run_1/m1.png
Scale: 2 px per um.
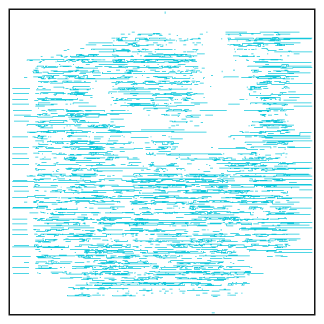
run_1/gates.png
Scale: 2 px per um.
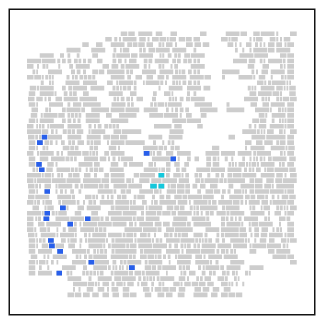
run_1/ff_map.png
Scale: 3 px per um. Other sequential cells in the stronger grey, the rest of the logic in the fainter grey.
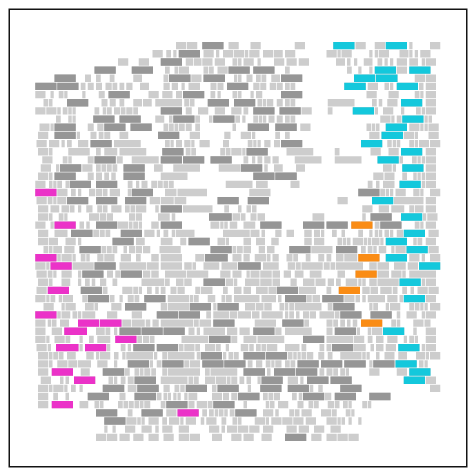
run_1/congestion_map.png
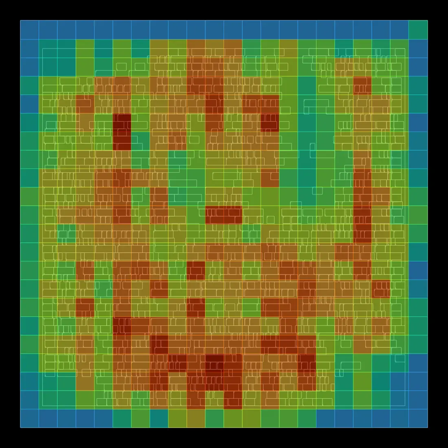
--- config.mk ---
export PLATFORM = sky130hd
export DESIGN_NAME = load_store_unit
export DESIGN_NICKNAME = d
export VERILOG_FILES = /design/src/rtl/lsu_defs.sv /design/src/rtl/lsu_timeout_counter.sv /design/src/rtl/load_store_unit.sv
export SDC_FILE = /design/constraint.sdc
export NUM_CORES = 1
export LEC_CHECK = 0
export CORE_MARGIN = 8
export CORE_UTILIZATION = 42
export DETAILED_ROUTE_END_ITERATION = 7
export PLACE_DENSITY = 0.76
export SLEW_MARGIN = 20
export SYNTH_ARGS = -nofsm -noshare
export SYNTH_HDL_FRONTEND = slang
export SYNTH_HIERARCHICAL = 1
export SYNTH_SLANG_ARGS = --single-unit
--- constraint.sdc ---
create_clock -name clk -period 1.8 [get_ports clk]
set_clock_uncertainty 0.15 [all_clocks]
set_input_delay 0.18 -clock clk [delete_from_list [all_inputs] [get_ports clk]]
set_output_delay 0.18 -clock clk [all_outputs]
set_load 0.02 [all_outputs]
--- src/rtl/lsu_defs.sv ---
// Shared definitions for the load/store unit.
//   lsu_state_e   : controller states (3-bit encoding, fixed values)
//   lsu_fault_e   : fault cause codes reported on fault_cause
//   LSU_KEY_W     : default access-key width
//   LSU_ADDR_W    : default data-memory byte-address width
//   LSU_TIMEOUT   : default acknowledge timeout in cycles
package lsu_defs;

  localparam int LSU_KEY_W   = 16;
  localparam int LSU_ADDR_W  = 32;
  localparam int LSU_TIMEOUT = 16;

  typedef enum logic [2:0] {
    ST_IDLE  = 3'd0,
    ST_CHECK = 3'd1,
    ST_REQ   = 3'd2,
    ST_WB    = 3'd3,
    ST_DONE  = 3'd4,
    ST_FAULT = 3'd5
  } lsu_state_e;

  typedef enum logic [1:0] {
    FC_NONE    = 2'd0,
    FC_KEY     = 2'd1,
    FC_ALIGN   = 2'd2,
    FC_TIMEOUT = 2'd3
  } lsu_fault_e;

endpackage

--- src/rtl/lsu_timeout_counter.sv ---
// Counts memory-request cycles that pass without an acknowledge.
//   clk, rst : clock and synchronous active-high reset
//   clear    : force the count back to zero (used whenever no request is pending)
//   enable   : count this cycle (request pending, no ack)
//   expired  : current cycle is the last one allowed before a timeout fault
module lsu_timeout_counter #(
  parameter int TIMEOUT = 16
) (
  input  logic clk,
  input  logic rst,
  input  logic clear,
  input  logic enable,
  output logic expired
);

  localparam int CW = $clog2(TIMEOUT + 1);
  localparam logic [CW-1:0] LIMIT = CW'(TIMEOUT - 1);

  logic [CW-1:0] count_q;
  logic [CW-1:0] count_d;

  always_comb begin
    count_d = count_q;
    if (clear) begin
      count_d = '0;
    end else if (enable && !expired) begin
      // Saturate at the limit; the controller leaves REQ at that point anyway.
      count_d = count_q + 1'b1;
    end
  end

  always_ff @(posedge clk) begin
    if (rst) begin
      count_q <= '0;
    end else begin
      count_q <= count_d;
    end
  end

  assign expired = (count_q == LIMIT);

endmodule

--- src/rtl/load_store_unit.sv ---
// Load/store unit between the register file and data memory.
// Each accepted request is key-checked and alignment-checked, then issued to
// memory with a req/ack handshake guarded by a timeout. Loads return their data
// to the register file through a one-cycle write-back strobe.
//   req_valid/req_ready/req_*      : request from the core (accepted in IDLE)
//   store_data, key_access         : store word and reference key from the register file
//   mem_req/we/addr/wdata, mem_ack/rdata : data-memory handshake
//   load_on/address_mem/write_data_mem   : register-file load write-back
//   done/fault                     : one-cycle completion / abort pulses
//   fault_cause                    : cause of the most recent fault (held)
module load_store_unit
  import lsu_defs::*;
#(
  parameter int ADDR_W  = LSU_ADDR_W,
  parameter int TIMEOUT = LSU_TIMEOUT,
  parameter int KEY_W   = LSU_KEY_W
) (
  input  logic              clk,
  input  logic              rst,
  input  logic              req_valid,
  output logic              req_ready,
  input  logic              req_is_store,
  input  logic [4:0]        req_rd,
  input  logic [ADDR_W-1:0] req_addr,
  input  logic [KEY_W-1:0]  req_key,
  input  logic [31:0]       store_data,
  input  logic [KEY_W-1:0]  key_access,
  output logic              mem_req,
  output logic              mem_we,
  output logic [ADDR_W-1:0] mem_addr,
  output logic [31:0]       mem_wdata,
  input  logic              mem_ack,
  input  logic [31:0]       mem_rdata,
  output logic              load_on,
  output logic [4:0]        address_mem,
  output logic [31:0]       write_data_mem,
  output logic              done,
  output logic              fault,
  output logic [1:0]        fault_cause
);

  lsu_state_e state_q, state_d;
  lsu_fault_e fault_cause_q, fault_cause_d;

  // Captured request
  logic              is_store_q;
  logic [4:0]        rd_q;
  logic [ADDR_W-1:0] addr_q;
  logic [KEY_W-1:0]  key_q;
  logic [31:0]       sdata_q;

  // Registered memory and write-back outputs
  logic              mem_req_q;
  logic              mem_we_q;
  logic [ADDR_W-1:0] mem_addr_q;
  logic [31:0]       mem_wdata_q;
  logic [4:0]        address_mem_q;
  logic [31:0]       write_data_mem_q;

  logic tmo_expired;
  logic accept;
  logic issue;
  logic load_ack;

  lsu_timeout_counter #(
    .TIMEOUT (TIMEOUT)
  ) u_timeout (
    .clk     (clk),
    .rst     (rst),
    .clear   (state_q != ST_REQ),
    .enable  ((state_q == ST_REQ) && !mem_ack),
    .expired (tmo_expired)
  );

  always_comb begin
    state_d       = state_q;
    fault_cause_d = fault_cause_q;
    case (state_q)
      ST_IDLE: begin
        if (req_valid) state_d = ST_CHECK;
      end
      ST_CHECK: begin
        // Key mismatch outranks misalignment.
        if (key_q != key_access) begin
          state_d       = ST_FAULT;
          fault_cause_d = FC_KEY;
        end else if (addr_q[1:0] != 2'b00) begin
          state_d       = ST_FAULT;
          fault_cause_d = FC_ALIGN;
        end else begin
          state_d = ST_REQ;
        end
      end
      ST_REQ: begin
        // An ack on the final allowed cycle still completes the access.
        if (mem_ack) begin
          state_d = is_store_q ? ST_DONE : ST_WB;
        end else if (tmo_expired) begin
          state_d       = ST_FAULT;
          fault_cause_d = FC_TIMEOUT;
        end
      end
      ST_WB:    state_d = ST_DONE;
      ST_DONE:  state_d = ST_IDLE;
      ST_FAULT: state_d = ST_IDLE;
      default:  state_d = ST_IDLE;
    endcase
  end

  assign accept   = (state_q == ST_IDLE) && req_valid;
  assign issue    = (state_q == ST_CHECK) && (state_d == ST_REQ);
  assign load_ack = (state_q == ST_REQ) && mem_ack && !is_store_q;

  always_ff @(posedge clk) begin
    if (rst) begin
      state_q          <= ST_IDLE;
      fault_cause_q    <= FC_NONE;
      is_store_q       <= 1'b0;
      rd_q             <= '0;
      addr_q           <= '0;
      key_q            <= '0;
      sdata_q          <= '0;
      mem_req_q        <= 1'b0;
      mem_we_q         <= 1'b0;
      mem_addr_q       <= '0;
      mem_wdata_q      <= '0;
      address_mem_q    <= '0;
      write_data_mem_q <= '0;
    end else begin
      state_q       <= state_d;
      fault_cause_q <= fault_cause_d;
      if (accept) begin
        is_store_q <= req_is_store;
        rd_q       <= req_rd;
        addr_q     <= req_addr;
        key_q      <= req_key;
        sdata_q    <= store_data;
      end
      // mem_req tracks the next state so it rises with REQ and drops on the
      // edge that leaves REQ (ack or timeout).
      mem_req_q <= (state_d == ST_REQ);
      mem_we_q  <= (state_d == ST_REQ) && is_store_q;
      if (issue) begin
        mem_addr_q  <= addr_q;
        mem_wdata_q <= is_store_q ? sdata_q : 32'd0;
      end
      // Loads to r0 are dropped: neither the index nor the data is updated.
      if (load_ack && (rd_q != 5'd0)) begin
        address_mem_q    <= rd_q;
        write_data_mem_q <= mem_rdata;
      end
    end
  end

  assign req_ready      = (state_q == ST_IDLE) && !rst;
  assign mem_req        = mem_req_q;
  assign mem_we         = mem_we_q;
  assign mem_addr       = mem_addr_q;
  assign mem_wdata      = mem_wdata_q;
  assign load_on        = (state_q == ST_WB) && (rd_q != 5'd0);
  assign address_mem    = address_mem_q;
  assign write_data_mem = write_data_mem_q;
  assign done           = (state_q == ST_DONE);
  assign fault          = (state_q == ST_FAULT);
  assign fault_cause    = fault_cause_q;

endmodule
==> results.yml, run 1 <==
# yosys + openroad results
outcome:
  outcome: "complete, but fails checks"
  violations: "setup timing"
pwr:
  pwr.group.clock_mw: 3.81
  p_sw_share_pct: 25.20
  sequentialPowerShare_pct: 47.3
  p_leak_nw: 4.356
  internal-power_mw: 7.312
  pwr-share-comb_pct: 13.7
  ir_drop_v: 0.0006492
  power_leader: "registers"
  clkPwrFrac_pct: 39.0
  powerSeq_mw: 4.63
setup_path:
  ff2ff_setup_slack_ns: -0.20
  arrival_ns: 1.69
  critPathKind: "reg -> out"
  critPathRequiredTime_ns: 1.47
  setup.worst_path.end_class: "output pin"
  cp-start-kind: "register"
  worstPathMaxFanout: 2
  rr_worst_depth: 7
final_layout:
  nClkBuffers: 20
  drive_gt1_share_pct: 14.13
  nets: 1358
  lay_top_count: "nand2_1"
  seq_cell_count: 199
  fill_cells: 1516
  final_util_pct: 66.45
  nonClkBufAreaFrac_pct: 29.06
  buffers: 325
  nNonClkInverters: 2
  clock_area_share_pct: 4.857
  logic_gates: 673
  area_growth_pct: 54.28
  comb_area_sq_um: 3631
  largest_cell_class: "sequential cells"
  seq-cell-share_pct: 33.31
clock_network:
  cts-root-buf: "clkbuf_16"
  clockBufferDepth: 2
  h-tree-depth: 4
  numClockSinks: 199
  clkTransAtPathRegs_ns: 0.07
  holdBufCountCts: 1
  cts_tree: "yes"
  cts_buffers: 17
floorplan:
  row_count: 49
  die-width_um: 152.0
  die_area_sq_um: 23090
  floorplan.core_util_pct: 43.07
timing:
  tns_ns: -14.01
  tightest_slew_ns: 0.3883
  slew_headroom_pct: 74.11
  min_period_over_period_pct: 112.3
  slew_violations: 0
  setup_viol: 114
  fin_ws_ns: -0.2209
place:
  routabilityCongestion: 0.7658
  dp_slack_ns: -0.5167
  place_area_sq_um: 10860
  dpl.cell_count: 1407
global_routing:
  antenna_found_initial: 0
  grt_pass1_wl_um: 40250
  grt_pass1_vias: 7523
synth:
  async_flop_share_pct: 0
  syn_nets: 1102
  simple_gate_area_share_pct: 23.88
  synth.distinct_cells: 45
  syn_area_sq_um: 7764
  ys_warn_count: 6
  ys_seq_share_pct: 51.31
  synthAdderAreaFrac_pct: 0.3223
  ys_sh_mux_pct: 0
  synth_xor_xnor_area_share_pct: 2.031
  synth_flop_count: 199
  ff_type: "dfxtp_1"
  ys_cells: 962
  avgSynthCellArea_sq_um: 8.070
  synthAoiAreaFrac_pct: 17.57
worst_hold_path:
  hold_path_depth: 3
  min_path_type: "in -> reg"
routing:
  wl_per_cell_um: 17.93
  drc_errors: 0
  vias_per_cell: 5.286
  finalWirelength_um: 26180
run:
  tool_warnings: 29
-- m1.png (at the start) --
The wires run mostly horizontal. The layer carries 10800 um of wire. The layer holds 41% of the routed length. 1235 nets have wire on it.

-- gates.png (at the start) --
Key: blue = xor and xnor cells [cells 18]; cyan = non-inverting ao/oa cells [cells 3]

-- ff_map.png (at the start) --
Key: magenta = key_q [placed flops 16]; orange = rd_q [placed flops 5, where middle right]; cyan = write_data_mem [placed flops 32, where a vertical strip on the right]
Another 146 sequential cells are not coloured.

-- congestion_map.png (at the start) --
grt met2 use: 34.70%
layer with the highest usage: met2
gr usage total: 21.07%

-- run 1: synth_stat cells (all sizes together) (4+ instances only) --
master    n  area share (%)
o21ai    67             4.4
clkbuf   59             2.9
dfxtp   199              51
a21oi   190              12
nand2   250              12
and2     32             2.6
nand2b    4            0.42
nand4    63             5.2
nor4      5            0.73
buf      29             1.9
nor2     13            0.73
xor2     17             1.9
-- run 1: path summary, 6_finish.rpt --
path / endpoint / from
setup / recovery: load_on / rd_q[3]
hold / removal: key_q[11] / req_key[11]
setup reg to reg: write_data_mem[16] / rd_q[3]
hold reg to reg: sdata_q[14] / sdata_q[14]
-- run 1: flip-flops by register name, indices dropped and copies added, names as in the netlist --
| register | count |
|---|---|
| addr_q | 32 |
| mem_addr | 32 |
| mem_wdata | 32 |
| sdata_q | 32 |
| write_data_mem | 32 |
| key_q | 16 |
| address_mem | 5 |
| rd_q | 5 |
| u_timeout/count_q | 5 |
| state_q | 3 |
| fault_cause | 2 |
| is_store_q | 1 |
| mem_req | 1 |
| mem_we | 1 |
-- run 1: through the flow --
step	hold slack [ns]	power (mW)
after floorplan	0.1660	5.276
after global placement	0.2874	5.941
after detailed placement	0.2922	5.954
after CTS	0.1254	9.742
after global routing	0.1380	10.15
final	0.1366	9.775
-- run 1: critical path, cell delays in order, from the launching register on --
cell and delay, ns:
dfxtp_1 0.31, or4_4 0.57, nor2_4 0.15, nor4b_2 0.07
buf_4 0.16
-- run 1: layer usage --
layer / wire length (um) / part of all wire, % / up-vias / GRT usage [%]
met2: 12740 / 49 / 273 / 34.70
met4: 533 / 2.0 / 0 / 6.931
met5: 0 / 0 / - / 0
met1: 10770 / 41 / 3623 / 25.08
li1: - / - / 3784 / -
met3: 2141 / 8.2 / 37 / 7.480
==> run 2: changes to the inputs <==
--- a/config.mk
+++ b/config.mk
@@ -8,6 +8,7 @@
 export CORE_MARGIN = 8
 export CORE_UTILIZATION = 42
 export DETAILED_ROUTE_END_ITERATION = 7
+export GPL_TIMING_DRIVEN = 1
 export PLACE_DENSITY = 0.76
 export SLEW_MARGIN = 20
 export SYNTH_ARGS = -nofsm -noshare
run_2/m1.png
Scale: 2 px per um.
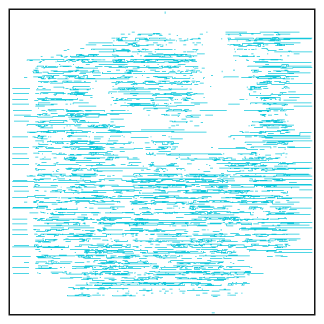
1235 nets have wire on it. The layer carries 10800 um of wire. The longest straight run is 51.1 um. The wires run mostly horizontal. The layer holds 41% of the routed length.

==> results.yml, run 2 <==
# yosys + openroad results
timing:
  whs_ns: 0.1366
  rsz0062_at_grt: "yes"
  min_period_over_period_pct: 112.3
  slew_headroom_pct: 74.11
  tightest_slew_ns: 0.3883
  fmax_mhz: 494.8
  fin_crit_ns: 2.021
  finalHoldViolCount: 0
  slew_violations: 0
  fin_ws_ns: -0.2209
  tns_ns: -14.01
  setup_viol: 114
synth:
  syn_nets: 1102
  most_common_cell: "nand2_1"
  synthTopCellsByArea: "dfxtp_1 51%, a21oi_1 12%, nand2_1 12%, nand4_1 5.0%, o21ai_1 4.1%"
  synth_cells: 962
  avgSynthCellArea_sq_um: 8.070
  syn_area_sq_um: 7764
  async_flop_share_pct: 0
  ys_cells: 962
  synth_top_area_share_pct: 51.31
  ys_warn_count: 6
  common_cells: "250 x nand2_1, 199 x dfxtp_1, 190 x a21oi_1, 64 x o21ai_1, 62 x nand4_1"
  yosysTopAreaCell: "dfxtp_1"
  synth.distinct_cells: 45
  edf_count: 0
  synth_flop_count: 199
  yosys_area_sq_um: 7764
  ys_seq_share_pct: 51.31
  ff_type: "dfxtp_1"
global_routing:
  grt-ovfl-total: 0
  antenna_found_initial: 0
  grt_pass1_vias: 7523
  grt_max_degree: 83
  grt_use_met2_pct: 34.70
  use_met3_pct: 7.480
  grtUsageTotal_pct: 21.07
  grt-busiest-layer: "met2"
  grt_pass1_wl_um: 40250
routing:
  final_antenna_net_count: 0
  drc_errors: 0
  dr.pass1.iters: 4
  first_iter_violations: 453
  vias: 7717
  vias_per_cell: 5.286
  finalWirelength_um: 26180
clock_network:
  h-tree-depth: 4
  clockBufferDepth: 2
  cts_tree: "yes"
  cts_setup_buffers: 7
  cts_buffers: 17
  post_cts_resize_count: 29
  numClockSinks: 199
  cts-root-buf: "clkbuf_16"
  clk_latency_ns: 0.43
  holdBufCountCts: 1
  clkTransAtPathRegs_ns: 0.07
pwr:
  power_mw: 9.775
  p_leak_nw: 4.356
  ir_drop_v: 0.0006492
  power_density_nw_per_um2: 816.1
place:
  dp_slack_ns: -0.5167
  routabilityCongestion: 0.7658
  dpl.hpwl_um: 16750
  io_buffer_count: 246
floorplan:
  fp.dieH_um: 152.0
  row_count: 49
  core_sq_um: 18020
  floorplan.core_util_pct: 43.07
  die-width_um: 152.0
  io_pins: 247
  die_area_sq_um: 23090
final_layout:
  drive_gt1_share_pct: 14.13
  diodes: 0
  nets: 1358
  lay_top_count: "nand2_1"
  area_growth_pct: 54.28
  final_cell_mix: "246 x nand2_1, 235 x clkdlybuf4s50_1, 194 x dfxtp_1"
outcome:
  violations: "setup timing"
  outcome: "complete, but fails checks"
setup_path:
  cp-start-kind: "register"
  ff2ff_setup_slack_ns: -0.20
  path_delay_family: "simple AND/OR/NAND/NOR gates"
  crit_chain: "or4_4 > nor2_4 > nor4b_2 > buf_4"
  setup.worst_path.end_class: "output pin"
  cp_num_buf_inv: 1
  critPathRequiredTime_ns: 1.47
  critPathKind: "reg -> out"
  arrival_ns: 1.69
  worstPathMaxFanout: 2
  slowest_delay_ns: 0.57
  slowest_stage: "or4_4"
run:
  tool_warnings: 29
  max-cap-violations: 0
worst_hold_path:
  min_path_type: "in -> reg"
run_2/congestion_map.png
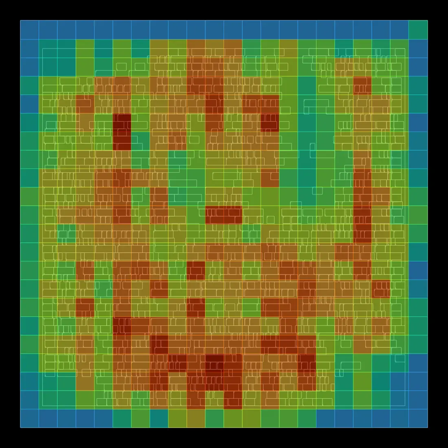
GR Util met1: 25.08%
Avg WL per Cell: 17.93 um

[run 2: worst register-to-register path: stages (launching register included)]
cell	delay [ns]
dfxtp_1	0.31
or4_4	0.57
buf_4	0.16
o21ai_4	0.26
buf_4	0.17
buf_6	0.12
nand2_1	0.07
a21oi_2	0.12
[run 2: per-layer routing]
metal / vias up / share of wire, %
met4: 0 / 2.0
met5: - / 0
li1: 3784 / -
met2: 273 / 49
met1: 3623 / 41
met3: 37 / 8.2
[run 2: logic make-up after synthesis]
| logic type | synth area share (%) |
|---|---|
| compound gates | 17.57 |
| xor+xnor | 2.031 |
| fa+ha+maj | 0.3223 |
| buf+inv | 4.883 |
| flops | 51.31 |
| simple gates | 23.88 |
[run 2: power by group]
| group | switching (mW) | internal, mW | leakage [nW] | total, mW |
|---|---|---|---|---|
| clock | 1.69 | 2.12 | 0.294 | 3.81 |
| sequential | 0.0786 | 4.55 | 1.62 | 4.63 |
| combinational | 0.694 | 0.642 | 2.44 | 1.34 |
| total | 2.46 | 7.31 | 4.36 | 9.77 |
[run 2: worst paths after layout]
| check | from | endpoint | cells after the start |
|---|---|---|---|
| setup reg to reg | rd_q[3] | write_data_mem[16] | 7 |
| setup / recovery | rd_q[3] | load_on | 4 |
| hold / removal | req_key[11] | key_q[11] | 3 |
| hold reg to reg | sdata_q[14] | sdata_q[14] | 2 |
[run 2: metrics by stage]
stage                     utilization (%)  cells  area (sq um)
after CTS                           64.63   1450         11650
final                               66.45   1460         11980
after global routing                66.45   1460         11980
after floorplan                         -    962          7818
after detailed placement            60.25   1407         10860
after global placement              60.25   1407         10860
[run 2: final cells by class]
type,count,area [sq um]
clock buffers,20,456.7
clock inverters,12,125.1
fillers,1516,6047
inverters,2,7.507
multi-input cells,673,3631
flip-flops and latches,199,3990
well taps,229,286.5
repair buffers,325,3481
Power figures rest on the tool's default switching activity, not on a simulated workload.
